<file path="src/rtl/iic_bus_arbiter.sv">
// Round-robin arbiter sharing one IIC driver between three requesters.
// Grants one command at a time, waits for the matching completion or a timeout, then idles the bus.
module iic_bus_arbiter #(
  parameter int unsigned TIMEOUT_CYCLES = 2_000_000,
  parameter int unsigned GAP_CYCLES     = 16
) (
  input  logic        sys_clk,
  input  logic        rst_n,
  input  logic [2:0]  req,
  input  logic [2:0]  req_rd,
  input  logic [71:0] req_cmd,
  output logic [2:0]  done,
  output logic [2:0]  err,
  output logic [7:0]  rdata,
  output logic [2:0]  grant,
  output logic        busy,
  output logic        iic_write_req,
  output logic        iic_read_req,
  output logic [15:0] iic_slave,
  output logic [7:0]  iic_wdata,
  input  logic        iic_write_done,
  input  logic        iic_read_done,
  input  logic [7:0]  iic_rdata
);

  localparam int unsigned TmoW = $clog2(TIMEOUT_CYCLES);
  localparam int unsigned GapW = (GAP_CYCLES > 1) ? $clog2(GAP_CYCLES) : 1;
  localparam logic [TmoW-1:0] TmoLast = TmoW'(TIMEOUT_CYCLES - 1);
  localparam logic [GapW-1:0] GapLast = GapW'((GAP_CYCLES > 0) ? GAP_CYCLES - 1 : 0);

  typedef enum logic [1:0] {StIdle, StIssue, StGap} state_e;

  state_e          state_q, state_d;
  logic [1:0]      ptr_q, ptr_d;
  logic [1:0]      win_q, win_d;
  logic            rd_q, rd_d;
  logic [TmoW-1:0] tmo_cnt_q, tmo_cnt_d;
  logic [GapW-1:0] gap_cnt_q, gap_cnt_d;
  logic [2:0]      grant_q, grant_d;
  logic [2:0]      done_q, done_d;
  logic [2:0]      err_q, err_d;
  logic [7:0]      rdata_q, rdata_d;
  logic            wr_req_q, wr_req_d;
  logic            rd_req_q, rd_req_d;
  logic [15:0]     slave_q, slave_d;
  logic [7:0]      wdata_q, wdata_d;
  logic            busy_q, busy_d;

  logic            arb_found;
  logic [1:0]      arb_idx;
  logic [1:0]      cand;
  logic [23:0]     sel_cmd;
  logic            cmpl;
  logic            tmo_hit;

  // Modulo-3 add; operands never exceed 2.
  function automatic logic [1:0] wrap_add(input logic [1:0] a, input logic [1:0] b);
    logic [2:0] s;
    s = {1'b0, a} + {1'b0, b};
    if (s >= 3'd3) begin
      s = s - 3'd3;
    end
    return s[1:0];
  endfunction

  // Scan from farthest to nearest so the first requester at or after ptr wins.
  always_comb begin
    arb_found = 1'b0;
    arb_idx   = ptr_q;
    cand      = ptr_q;
    for (int k = 2; k >= 0; k--) begin
      cand = wrap_add(ptr_q, 2'(k));
      if (req[cand]) begin
        arb_found = 1'b1;
        arb_idx   = cand;
      end
    end
  end

  always_comb begin
    case (arb_idx)
      2'd1:    sel_cmd = req_cmd[47:24];
      2'd2:    sel_cmd = req_cmd[71:48];
      default: sel_cmd = req_cmd[23:0];
    endcase
  end

  // Only the done pulse of the operation in flight counts.
  assign cmpl    = rd_q ? iic_read_done : iic_write_done;
  assign tmo_hit = (tmo_cnt_q == TmoLast);

  always_comb begin
    state_d   = state_q;
    ptr_d     = ptr_q;
    win_d     = win_q;
    rd_d      = rd_q;
    tmo_cnt_d = tmo_cnt_q;
    gap_cnt_d = gap_cnt_q;
    grant_d   = grant_q;
    done_d    = 3'b000;
    err_d     = 3'b000;
    rdata_d   = rdata_q;
    wr_req_d  = wr_req_q;
    rd_req_d  = rd_req_q;
    slave_d   = slave_q;
    wdata_d   = wdata_q;

    case (state_q)
      StIdle: begin
        if (arb_found) begin
          win_d     = arb_idx;
          rd_d      = req_rd[arb_idx];
          slave_d   = {sel_cmd[15:8], sel_cmd[23:16]};
          wdata_d   = sel_cmd[7:0];
          grant_d   = 3'b001 << arb_idx;
          wr_req_d  = ~req_rd[arb_idx];
          rd_req_d  = req_rd[arb_idx];
          ptr_d     = wrap_add(arb_idx, 2'd1);
          tmo_cnt_d = '0;
          state_d   = StIssue;
        end
      end
      StIssue: begin
        if (cmpl || tmo_hit) begin
          wr_req_d  = 1'b0;
          rd_req_d  = 1'b0;
          grant_d   = 3'b000;
          gap_cnt_d = '0;
          if (cmpl) begin
            done_d = 3'b001 << win_q;
            if (rd_q) begin
              rdata_d = iic_rdata;
            end
          end else begin
            err_d = 3'b001 << win_q;
          end
          state_d = (GAP_CYCLES == 0) ? StIdle : StGap;
        end else begin
          tmo_cnt_d = tmo_cnt_q + TmoW'(1);
        end
      end
      StGap: begin
        if (gap_cnt_q == GapLast) begin
          state_d = StIdle;
        end else begin
          gap_cnt_d = gap_cnt_q + GapW'(1);
        end
      end
      default: state_d = StIdle;
    endcase

    busy_d = (state_d != StIdle);
  end

  always_ff @(posedge sys_clk or negedge rst_n) begin
    if (!rst_n) begin
      state_q   <= StIdle;
      ptr_q     <= 2'd0;
      win_q     <= 2'd0;
      rd_q      <= 1'b0;
      tmo_cnt_q <= '0;
      gap_cnt_q <= '0;
      grant_q   <= 3'b000;
      done_q    <= 3'b000;
      err_q     <= 3'b000;
      rdata_q   <= 8'h00;
      wr_req_q  <= 1'b0;
      rd_req_q  <= 1'b0;
      slave_q   <= 16'h0000;
      wdata_q   <= 8'h00;
      busy_q    <= 1'b0;
    end else begin
      state_q   <= state_d;
      ptr_q     <= ptr_d;
      win_q     <= win_d;
      rd_q      <= rd_d;
      tmo_cnt_q <= tmo_cnt_d;
      gap_cnt_q <= gap_cnt_d;
      grant_q   <= grant_d;
      done_q    <= done_d;
      err_q     <= err_d;
      rdata_q   <= rdata_d;
      wr_req_q  <= wr_req_d;
      rd_req_q  <= rd_req_d;
      slave_q   <= slave_d;
      wdata_q   <= wdata_d;
      busy_q    <= busy_d;
    end
  end

  assign done          = done_q;
  assign err           = err_q;
  assign rdata         = rdata_q;
  assign grant         = grant_q;
  assign busy          = busy_q;
  assign iic_write_req = wr_req_q;
  assign iic_read_req  = rd_req_q;
  assign iic_slave     = slave_q;
  assign iic_wdata     = wdata_q;

endmodule

</file>
<file path="config.mk">
export PLATFORM = sky130hd
export DESIGN_NAME = iic_bus_arbiter
export DESIGN_NICKNAME = d
export VERILOG_FILES = /design/src/rtl/iic_bus_arbiter.sv
export SDC_FILE = /design/constraint.sdc
export NUM_CORES = 1
export LEC_CHECK = 0
export CORE_MARGIN = 8
export CORE_UTILIZATION = 40
export CTS_CLUSTER_SIZE = 30
export DETAILED_ROUTE_END_ITERATION = 8
export PLACE_DENSITY = 0.8
export SLEW_MARGIN = 20
export SYNTH_ARGS = -nofsm -noshare
export SYNTH_HDL_FRONTEND = slang
export SYNTH_SLANG_ARGS = --single-unit
</file>
<file path="constraint.sdc">
create_clock -name sys_clk -period 7.49 [get_ports sys_clk]
set_input_delay 0.749 -clock sys_clk [delete_from_list [all_inputs] [get_ports sys_clk]]
set_output_delay 0.749 -clock sys_clk [all_outputs]
set_load 0.01 [all_outputs]
</file>
### Metal 1, run 1

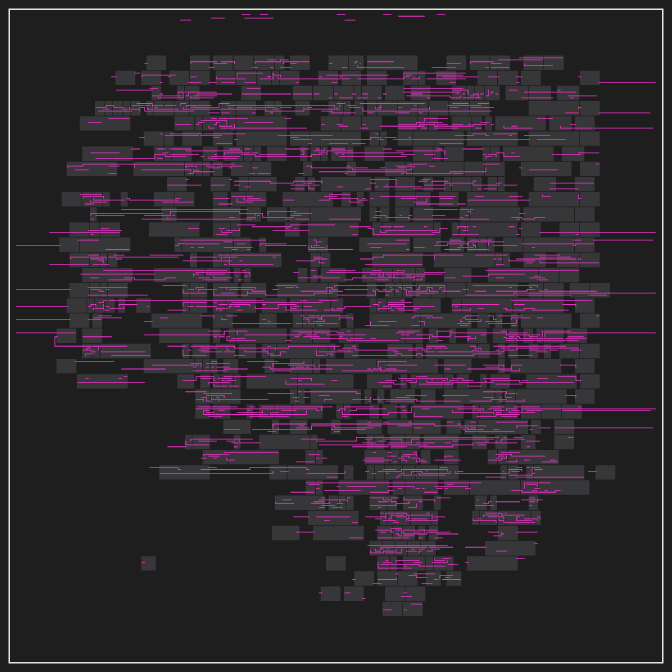
wire length on this layer: 4,630 um
share of all routed wire: 40%
longest straight run: 31.3 um
main direction: horizontal

### Metal 2, run 1

Bar = 20 um.
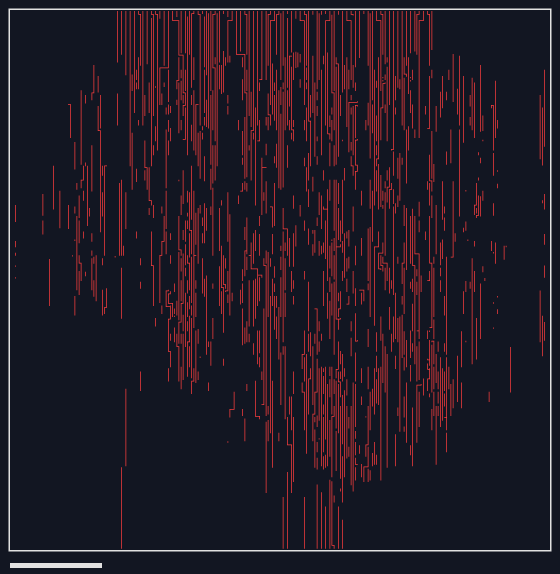
share of all routed wire: 52%
wire length on this layer: 6,020 um
nets with wire on the layer: 545
longest straight run: 33.5 um
main direction: vertical

### Signal wires on met3, run 1

Bar = 20 um.
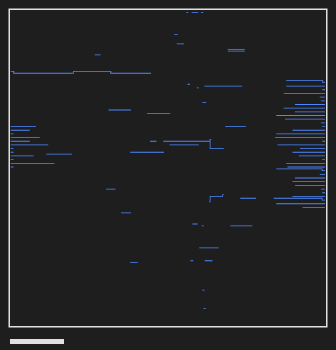
longest straight run: 22.1 um
main direction: horizontal
wire length on this layer: 643 um

### Clock routing, run 1

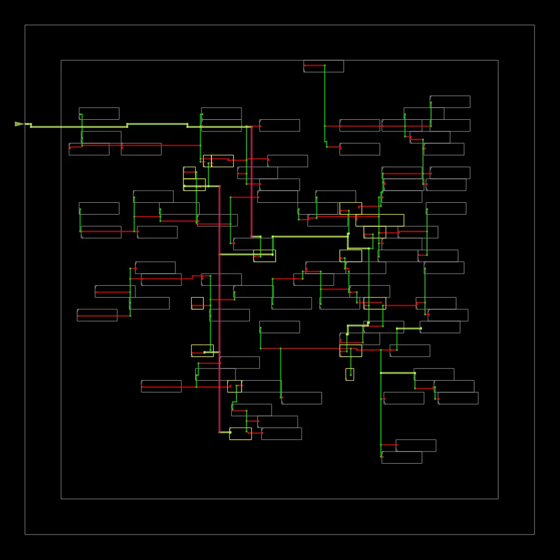
Worst-Skew Late Latency: 350 ps
Clock net power: 313 uW

==> job_summary.md, run 1 <==
### Yosys + OpenROAD results

| Metric | Value |
|---|---|
| Outcome | finished clean |
| RSZ-0062 raised after global routing | false |
| CP cell instances | inv_1, ha_1, nor2b_1, o21ai_0, a22oi_1, or3_1, inv_1, ha_1, a22oi_1, nor2_1, a21oi_1, o21ai_1 |
| # fillers | around 900 |
| Die y size | about 120 um |
| Largest net degree at the start of global routing | between 70 and 80 |
| Post-CTS Hold Fix Bufs | 0 |
| Grt ovf | 0 |
| Critical path's slowest cell | ha_1 |
| Cell Type Count | 54 |
| Vias in the first global route | roughly 3,700 |
| # diodes | 0 |
| Area leader, netlist | dfrtp_1 |
| Critical Path Sink Type | flip-flop |
| IO Pins | 134 |
| GPL Wtd Cong | 0.8909 |
| Max-cap violations | 0 |
| H-tree level count | 3 |
| CP max stage delay | slightly below 900 ps |
| Fp_density | ~40% |
| Routed WL | between 10 and 15 mm |
| Commonest cells post-synth | dfrtp_1 (76), nand2_1 (49), nor2_1 (49) |
| Final setup TNS | 0 ps |
| Iter 0 DRT Violations | approximately 220 |
| Final setup violation count | 0 |
| Flops after synth | roughly 76 |
| Tcrit/Tclk final | 49.07% |
| Detailed Routing Iterations Pass 1 | 4 |
| Most common reg cell | dfrtp_1 |
| Hpwl dp | roughly 8.4 mm |
| Routed vias | 3,674 |
| Clock buffer depth | 2 |
| Number of enable flip-flop cells | 0 |
| Via density | between 5 and 6 |
| Fraction of registers with async set/reset | 100.0% |
| Warnings from Yosys | 0 |
| Fin crit period | 3675 ps |
| Worst Hold Class | flip-flop to flip-flop |
| Syn Area/Cell | approximately 9.4 um^2 |
| Post-Syn Area | between 4000 and 5000 um^2 |
| Critical path required time | just under 8000 ps |
| CP Max Fanout | 25 |
| Hold Slack | 488.0 ps |
| Critical path type | flip-flop to flip-flop |
| Min-delay src | iic_wdata[1] |
| Resize count post-CTS | 0 |
| Core Region | between 10,000 and 15,000 um^2 |
| Chip area | approximately 14,000 um^2 |
| Final Hold Vio Count | 0 |
| VDD IR max | between 0.2 and 0.3 mV |
| OpenROAD warning count | 30 |
| Final Max Tran Viols | 0 |
| Clk slew on worst S/H paths | roughly 80 ps |
| Final ANT Viol Nets | 0 |
| Crit. Startpoint | ptr_q[0] |
| R2R depth | 12 |
| Drt drc | 0 |
| Nets | ~650 |
| CTS tree | built |
| Yosys Chip Area | 4071 um^2 |
| Max-area cell share | a little under half |
| Total CTS buffers | 9 |
| Count of buffers from port buffering | about 130 |
| Layout area overhead | 39.00% |
| FF-to-FF Start | ptr_q[0] |
| Crit path DAT | about 3900 ps |
| Post-DR wirelength/cell | 16.64 um |
| Register share after synthesis | between 40% and 50% |
| Synth Net Count | about 530 |
## run 1: metrics by stage
stage | power, mW | utilization [%] | instance area (um^2) | instances | setup WS, ps
2_1_floorplan | 1.411 | - | 4071 | 432 | 4658
3_3_place_gp | 1.793 | 54.08 | 5458 | 676 | 3635
3_5_place_dp | 1.835 | 54.08 | 5458 | 676 | 3540
4_1_cts | 2.155 | 56.07 | 5659 | 692 | 3822
5_1_grt | 2.309 | 56.07 | 5659 | 692 | 3494
6_report | 2.133 | 56.07 | 5659 | 692 | 3815
## run 1: sequential cells by signal, summed over array words and instances, names as in the netlist
signal / flops
busy: 1
gap_cnt_q: 4
state_q: 2
win_q: 2
rdata: 8
done: 3
rd_q: 1
grant: 3
iic_slave: 16
ptr_q: 2
err: 3
iic_wdata: 8
tmo_cnt_q: 21
iic_read_req: 1
iic_write_req: 1
## run 1: cells by family (layout without fill, tap and decap cells)
| group | count (synthesis) | in the layout | synth area share, % |
|---|---|---|---|
| AND/OR/NAND/NOR | 147 | 147 | 17.06 |
| AND-OR/OR-AND | 132 | 132 | 22.40 |
| flip-flops | 76 | 76 | 46.71 |
| buffers and inverters | 41 | 165 | 4.640 |
| XOR/XNOR | 15 | 15 | 3.227 |
| multiplexers | 12 | 12 | 3.227 |
| adder cells (fa/ha/maj) | 9 | 9 | 2.735 |
## run 1: critical path, delay by kind of cell (launching register included)
kind | cells | cell delay (ps)
AND-OR/OR-AND | 5 | 720
adder cells (fa/ha/maj) | 2 | 1330
buffers and inverters | 2 | 240
flip-flops | 1 | 440
AND/OR/NAND/NOR | 3 | 830
## run 1: final cells by class
cell class                 instances  area, um^2  area share, %
clock inverter                     6       63.81          1.128
inverter                          13       48.80         0.8623
clock buffer                      10       137.6          2.432
tap                              136       170.2          3.007
multi-input combinational        315        1986          35.09
sequential                        76        1902          33.61
timing repair buffer             136        1351          23.88
## run 1: per-layer routing
layer	routed length [um]	global-route usage [%]	vias up
met5	0	0	-
met4	224	6.314	0
met3	642	3.848	18
met2	6018	28.92	99
met1	4631	19.64	1781
li1	-	-	1776
## run 1: layout by cell type, fill, tap and decap left out, types with 3 or more instances in the layout
cell type | netlist | final
a2111oi_2 | 3 | 3
a211oi_1 | 7 | 6
a211oi_2 | 5 | 6
a21oi_1 | 28 | 28
a22oi_1 | 25 | 25
buf_4 | 1 | 4
clkbuf_8 | 0 | 10
clkdlybuf4s50_1 | 0 | 132
dfrtp_1 | 76 | 76
ha_1 | 8 | 8
inv_1 | 13 | 13
mux2_2 | 9 | 9
mux2i_1 | 3 | 3
nand2_1 | 49 | 49
nand2b_1 | 5 | 5
nand3_1 | 15 | 15
nor2_1 | 49 | 49
nor2b_1 | 6 | 6
nor3_1 | 3 | 3
o211ai_1 | 5 | 5
o21ai_0 | 4 | 4
o21ai_1 | 38 | 38
o31ai_1 | 4 | 4
xnor2_1 | 15 | 15
## run 1: where the power goes
group,internal (mW),total [mW],switching (mW)
Clock,0.162,0.313,0.151
Sequential,0.542,0.626,0.0849
Combinational,0.493,1.19,0.700
==> run 2: changes to the inputs <==
Clock period 7.49 ns to 3.45 ns, I/O delays scaled along.
### Clock routing, run 2

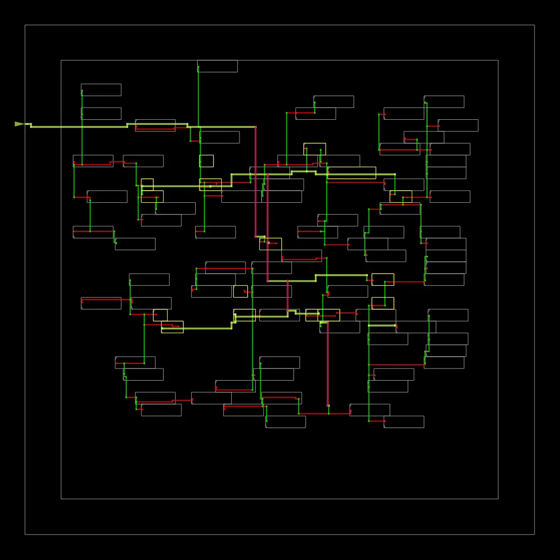
clock buffers: 10
clock sink count: 76
total CTS buffers: 9
Worst-Skew Late Latency: 360 ps
Flop Count: 76

==> job_summary.md, run 2 <==
### Yosys + OpenROAD results

| Metric | Value |
|---|---|
| Clk slew on worst S/H paths | 90 ps (was 80 ps) |
| Via density | 5.253 (was 5.309) |
| Drt drc | 0 (unchanged) |
| Most common reg cell | dfrtp_1 (unchanged) |
| # fillers | 902 (was 908) |
| Final Hold Vio Count | 0 (unchanged) |
| Final Max Tran Viols | 0 (unchanged) |
| Grt ovf | 0 (unchanged) |
| Critical path type | flip-flop to flip-flop (unchanged) |
| Hold Slack | 133.9 ps (was 488.0 ps) |
| Buf+Inv Stages, Crit Path | 3 (was 2) |
| Wire length on met1 | 4.471 mm (was 4.631 mm) |
| Uppermost routed layer | met4 (unchanged) |
| Clock buffer depth | 2 (unchanged) |
| Fraction of registers with async set/reset | 100.0% (unchanged) |
| Register share after synthesis | 46.71% (unchanged) |
| Worst Hold Class | input port to asynchronous set/reset pin (was flip-flop to flip-flop) |
| CTS tree | built (unchanged) |
| Fin crit period | 3060 ps (was 3675 ps) |
| Crit. Startpoint | ptr_q[0] (unchanged) |
| VDD IR max | 0.3791 mV (was 0.2907 mV) |
| Layout area overhead | 39.98% (was 39.00%) |
| Die y size | 116.9 um (unchanged) |
| Internal | 2.654 mW (was 1.197 mW) |
| Sequential share of power | 28.9% (was 29.4%) |
| # diodes | 0 (unchanged) |
| Switch share | 43.50% (was 43.89%) |
| Tcrit/Tclk final | 88.70% (was 49.07%) |
| Gate power share | 56.0% (was 55.9%) |
| Chip area | 13,660 um^2 (unchanged) |
| Core Region | 10,090 um^2 (unchanged) |
| GPL Wtd Cong | 0.8832 (was 0.8909) |
| Placement Cell Area | 5488 um^2 (was 5458 um^2) |
| Post-DR wirelength/cell | 16.68 um (was 16.64 um) |
| Non-Filler Instances | 696 (was 692) |
| Cell Type Count | 54 (unchanged) |
| OpenROAD warning count | 30 (unchanged) |
| Yosys Chip Area | 4071 um^2 (unchanged) |
| R2R depth | 13 (was 12) |
| Count of buffers from port buffering | 133 (unchanged) |
| Critical path required time | 3730 ps (was 7750 ps) |
| WP depth | 13 (was 12) |
| Routed wl met2 | 6.014 mm (was 6.018 mm) |
| WL met3 | 761 um (was 642 um) |
| Final ANT Viol Nets | 0 (unchanged) |
| CP max stage delay | 460 ps (was 870 ps) |
| Detailed Routing Iterations Pass 1 | 4 (unchanged) |
| Largest net degree at the start of global routing | 77 (was 79) |
| Layout Cell Area excl Fill | 5699 um^2 (was 5659 um^2) |
| Clock network power share | 15.0% (was 14.7%) |
| Commonest cells post-synth | dfrtp_1 (76), nand2_1 (49), nor2_1 (49) (unchanged) |
| Commonest Layout Cell | clkdlybuf4s50_1 (unchanged) |
| CP cell instances | inv_1, ha_1, nor2b_1, o21ai_0, a22oi_1, or3_1, inv_1, ha_1, buf_4, a22oi_1, nor2_1, a21oi_1, o21ai_1 (was inv_1, ha_1, nor2b_1, o21ai_0, a22oi_1, or3_1, inv_1, ha_1, a22oi_1, nor2_1, a21oi_1, o21ai_1) |
| Power Total | 4.697 mW (was 2.133 mW) |
| Routed vias | 3,656 (was 3,674) |
| Final core occ | 56.47% (was 56.07%) |
| Routed WL | 11.61 mm (was 11.52 mm) |
| Final setup TNS | 0 ps (unchanged) |
| RSZ-0062 raised after global routing | false (unchanged) |
| Iter 0 DRT Violations | 200 (was 224) |
| CP Max Fanout | 25 (unchanged) |
| Critical Path Sink Type | flip-flop (unchanged) |
| Largest reg by FF count | tmo_cnt_q (unchanged) |
| Max-area cell share | 46.71% (unchanged) |
| Warnings from Yosys | 0 (unchanged) |
| Fp_density | 40.34% (unchanged) |
| IO Pins | 134 (unchanged) |
| Vias in the first global route | 3,635 (was 3,705) |
| Critical path's slowest cell | ha_1 (unchanged) |
| Most instantiated logic cells after routing | clkdlybuf4s50_1 (132), dfrtp_1 (76), nand2_1 (49), nor2_1 (49), o21ai_1 (38) (unchanged) |
| FF-to-FF Start | ptr_q[0] (unchanged) |
| Post-Syn Area | 4071 um^2 (unchanged) |
| Crit path DAT | 3340 ps (was 3940 ps) |
| Nets | 653 (was 649) |
| Number of enable flip-flop cells | 0 (unchanged) |
| Outcome | finished clean (unchanged) |
| Max FFs per register | 21 (unchanged) |
| Area leader, netlist | dfrtp_1 (unchanged) |
| Synth Net Count | 530 (unchanged) |
run 2: cell families (layout without fill, tap and decap cells):
group,Yosys count,in the layout,synth area share [%]
adders and majority gates,9,9,2.735
and+or+nand+nor,147,147,17.06
muxes,12,12,3.227
DFF,76,76,46.71
buffers and inverters,41,169,4.640
AOI/OAI and AO/OA,132,132,22.40
xor gates and xnor gates,15,15,3.227
run 2: power groups by stage:
| stage | registers [mW] | logic (mW) | clock network (mW) |
|---|---|---|---|
| floorplan | 1.44 | 1.62 | 0 |
| global placement | 1.36 | 2.58 | 0 |
| detailed placement | 1.38 | 2.63 | 0 |
| CTS | 1.36 | 2.64 | 0.725 |
| global route | 1.40 | 2.92 | 0.763 |
| finish | 1.36 | 2.63 | 0.706 |
run 2: worst min path at each step:
stage	start	end	slack, ps	depth (start not counted)
6_report	rst_n	tmo_cnt_q[19]	130	1
5_1_grt	rst_n	tmo_cnt_q[14]	210	1
4_1_cts	rst_n	tmo_cnt_q[19]	170	1
3_5_place_dp	iic_slave[9]	iic_slave[9]	480	2
3_3_place_gp	iic_slave[11]	iic_slave[11]	470	2
2_1_floorplan	rst_n	busy	50	0
run 2: final cells by class:
class,count,area [um^2],area share (%)
Clock buffer,10,137.6,2.415
Timing Repair Buffer,140,1381,24.24
Sequential cell,76,1902,33.37
Multi-Input combinational cell,315,1988,34.88
Tap cell,136,170.2,2.986
Clock inverter,6,71.32,1.251
Inverter,13,48.80,0.8562
run 2: metal layers:
| metal | vias to the layer above | GRT usage, % |
|---|---|---|
| li1 | 1794 | - |
| met1 | 1727 | 19.39 |
| met2 | 106 | 28.65 |
| met3 | 29 | 5.233 |
| met4 | 0 | 5.973 |
| met5 | - | 0 |
run 2: what timing repair did:
| item | CTS | global route |
|---|---|---|
| hold buffers | 0 | 0 |
| resized | 0 | 1 |
| endpoints found under the setup margin | 0 | 12 |
### Metal 1, run 2

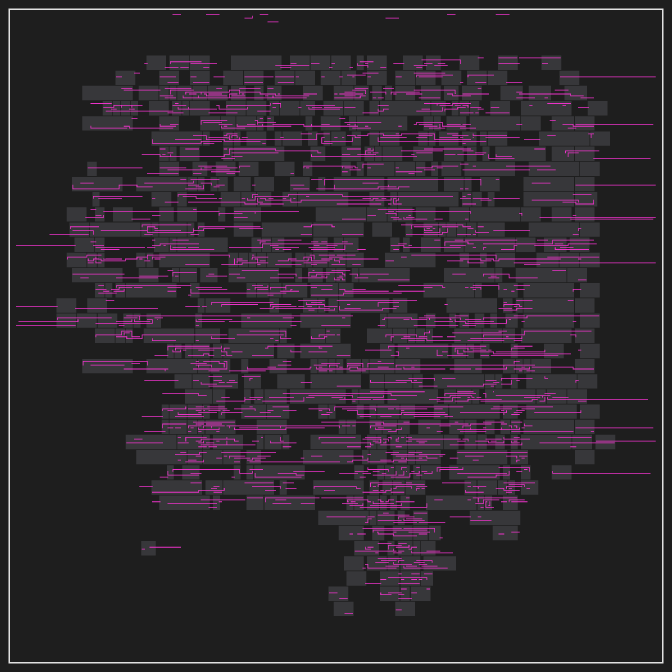

==> run 3: changes to the inputs <==
==> constraint.sdc (replaced) <==
create_clock -name sys_clk -period 3.45 [get_ports sys_clk]
set_input_delay 1.035 -clock sys_clk [delete_from_list [all_inputs] [get_ports sys_clk]]
set_output_delay 1.035 -clock sys_clk [all_outputs]
set_load 0.01 [all_outputs]
### Metal 1, run 3

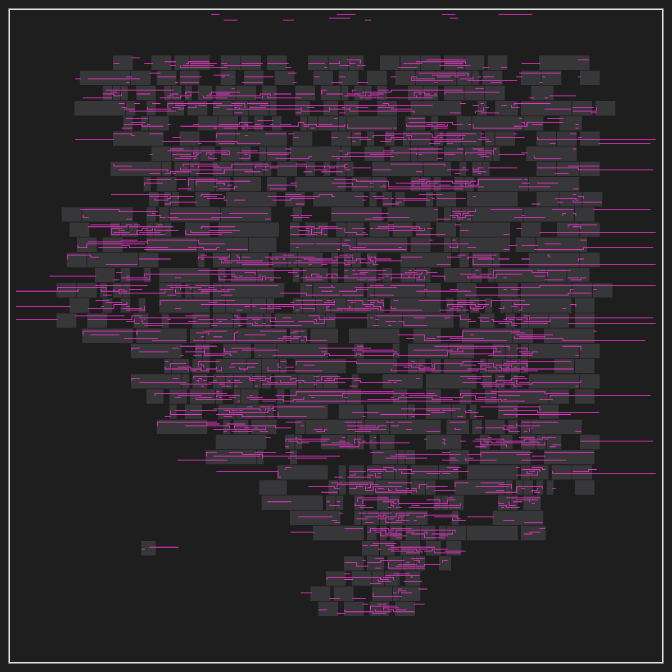
longest straight run: 36.3 um
wire length on this layer: 4,730 um
main direction: horizontal
share of all routed wire: 41%

==> job_summary.md, run 3 <==
### Yosys + OpenROAD results

| Metric | Value |
|---|---|
| Nets | 664 (was 653) |
| Internal | 2.965 mW (was 2.654 mW) |
| Syn Inst Count | 432 (unchanged) |
| Grt ovf | 0 (unchanged) |
| H-tree level count | 3 (unchanged) |
| Core Region | 10,090 um^2 (unchanged) |
| Critical path required time | 3660 ps (was 3730 ps) |
| OpenROAD warning count | 30 (unchanged) |
| WL met3 | 634 um (was 761 um) |
| Final setup TNS | 0 ps (unchanged) |
| Clk root buf | clkbuf_8 (unchanged) |
| Fp_density | 40.34% (unchanged) |
| Most instantiated logic cells after routing | clkdlybuf4s50_1 (132), dfrtp_1 (76), nand2_1 (49), nor2_1 (49), o21ai_1 (38) (unchanged) |
| IO Pins | 134 (unchanged) |
| Clock sink count | 76 (unchanged) |
| CP cell instances | clkdlybuf4s50_1, nand2b_1, and3b_1, o311ai_2, inv_1, ha_1, buf_12, a22oi_1, nor2_1, a21oi_1, o21ai_1 (was inv_1, ha_1, nor2b_1, o21ai_0, a22oi_1, or3_1, inv_1, ha_1, buf_4, a22oi_1, nor2_1, a21oi_1, o21ai_1) |
| Max-area cell share | 46.71% (unchanged) |
| Gate power share | 56.1% (was 56.0%) |
| Hpwl dp | 8.831 mm (was 8.586 mm) |
| Hold Slack | 488.7 ps (was 133.9 ps) |
| Die y size | 116.9 um (unchanged) |
| Final setup violation count | 0 (unchanged) |
| Fraction of registers with async set/reset | 100.0% (unchanged) |
| Number of enable flip-flop cells | 0 (unchanged) |
| Non-Filler Instances | 707 (was 696) |
| Max FFs per register | 21 (unchanged) |
| FF-to-FF Start | ptr_q[1] (was ptr_q[0]) |
| Wire length on met1 | 4.729 mm (was 4.471 mm) |
| Warnings from Yosys | 0 (unchanged) |
| Sequential share of power | 27.2% (was 28.9%) |
| Clk slew on worst S/H paths | 80 ps (was 90 ps) |
| Clock buffer depth | 2 (unchanged) |
| Max-cap violations | 0 (unchanged) |
| Final Max Tran Viols | 0 (unchanged) |
| Critical Path Sink Type | flip-flop (unchanged) |
| Routed vias | 3,752 (was 3,656) |
| Most common reg cell | dfrtp_1 (unchanged) |
| Routed wl met2 | 6.146 mm (was 6.014 mm) |
| Clock network power share | 16.7% (was 15.0%) |
| Post-placement cell count | 691 (was 680) |
| Via density | 5.307 (was 5.253) |
| R2R depth | 12 (was 13) |
| Detailed Routing Iterations Pass 1 | 4 (unchanged) |
| Post-CTS Hold Fix Bufs | 0 (unchanged) |
| CP max stage delay | 560 ps (was 460 ps) |
| RSZ-0062 raised after global routing | false (unchanged) |
| Layout area overhead | 44.19% (was 39.98%) |
| Syn Area/Cell | 9.425 um^2 (unchanged) |
| Vias in the first global route | 3,760 (was 3,635) |
| Setup slack after layout | 313.2 ps (was 389.8 ps) |
| Flops after synth | 76 (unchanged) |
| Yosys Chip Area | 4071 um^2 (unchanged) |
| Tcrit/Tclk final | 90.92% (was 88.70%) |
| Storage element area | 1902 um^2 (unchanged) |
| Worst-Skew Late Latency | 340 ps (was 360 ps) |
| CTS tree | built (unchanged) |
| Iter 0 DRT Violations | 158 (was 200) |
| Chip area | 13,660 um^2 (unchanged) |
| # fillers | 881 (was 902) |
| Critical path's slowest cell | clkdlybuf4s50_1 (was ha_1) |
| Largest net degree at the start of global routing | 77 (unchanged) |
| Cell Type Count | 54 (unchanged) |
| VDD IR max | 0.5311 mV (was 0.3791 mV) |
| # diodes | 0 (unchanged) |
| Comb area | 1986 um^2 (was 1988 um^2) |
| Largest reg by FF count | tmo_cnt_q (unchanged) |
| Synth Net Count | 530 (unchanged) |
| Commonest cells post-synth | dfrtp_1 (76), nand2_1 (49), nor2_1 (49) (unchanged) |
| Post-Syn Area | 4071 um^2 (unchanged) |
| Routed WL | 11.67 mm (was 11.61 mm) |
| Outcome | finished clean (unchanged) |
| Drt drc | 0 (unchanged) |
| Total CTS buffers | 9 (unchanged) |
| CP Max Fanout | 22 (was 25) |
| Crit. Startpoint | req[0] (was ptr_q[0]) |
| Commonest Layout Cell | clkdlybuf4s50_1 (unchanged) |
| Uppermost routed layer | met4 (unchanged) |
| Post-DR wirelength/cell | 16.51 um (was 16.68 um) |
| Switch share | 40.85% (was 43.50%) |
| Fin crit period | 3137 ps (was 3060 ps) |
| Resize count post-CTS | 0 (unchanged) |
| Crit path DAT | 3350 ps (was 3340 ps) |
| Final ANT Viol Nets | 0 (unchanged) |
| Final Hold Vio Count | 0 (unchanged) |
## run 3: cell counts after synthesis
No cell type changed its count.
## run 3: power by group through the flow
| stage | clock [mW] | combinational, mW | sequential [mW] |
|---|---|---|---|
| global route | 0.891 | 3.10 | 1.40 |
| detailed placement | 0 | 2.83 | 1.38 |
| CTS | 0.853 | 2.84 | 1.37 |
| finish | 0.837 | 2.81 | 1.36 |
| global placement | 0 | 2.75 | 1.37 |
| floorplan | 0 | 1.62 | 1.44 |
## run 3: how the worst min path moves through the flow
stage / from / endpoint / slack, ps / cells past startpoint
after floorplan: tmo_cnt_q[4] / tmo_cnt_q[4] / 470 / 1
final: iic_wdata[6] / iic_wdata[6] / 490 / 2
after detailed placement: iic_wdata[6] / iic_wdata[6] / 470 / 2
after global placement: iic_slave[7] / iic_slave[7] / 470 / 2
after global routing: rdata[2] / rdata[2] / 520 / 1
after CTS: iic_wdata[6] / iic_wdata[6] / 490 / 2
## run 3: per-layer routing
metal	track usage (%)	vias up
li1	-	1816
met1	20.22	1820
met2	29.22	104
met3	3.540	12
met4	5.887	0
met5	0	-
## run 3: area by class of cell
type,instances,area share (%)
repair buffers,151,25.79
clock buffers,12,2.643
flip-flops and latches,76,32.40
clock inverters,4,1.620
well taps,136,2.899
multi-input cells,315,33.82
inverters,13,0.8312
## run 3: stage by stage
stage | power, mW | utilization (%) | cell area (um^2)
final | 5.013 | 58.17 | 5871
after detailed placement | 4.211 | 55.69 | 5620
after floorplan | 3.063 | - | 4071
after CTS | 5.058 | 58.17 | 5871
after global placement | 4.115 | 55.69 | 5620
after global routing | 5.396 | 58.17 | 5871
## run 3: cell families after synthesis
kind of cell	count (synthesis)	share of synthesized area (%)
AOI/OAI and AO/OA	132	22.40
xor gates and xnor gates	15	3.227
adders and majority gates	9	2.735
buffers and inverters	41	4.640
DFF	76	46.71
muxes	12	3.227
and+or+nand+nor	147	17.06
## run 3: critical path: cells and delay by family
kind	cells	cell delay, ps
AOI/OAI and AO/OA	4	820
adders and majority gates	1	260
buffers and inverters	3	870
and+or+nand+nor	3	350
Power figures rest on the tool's default switching activity, not on a simulated workload.
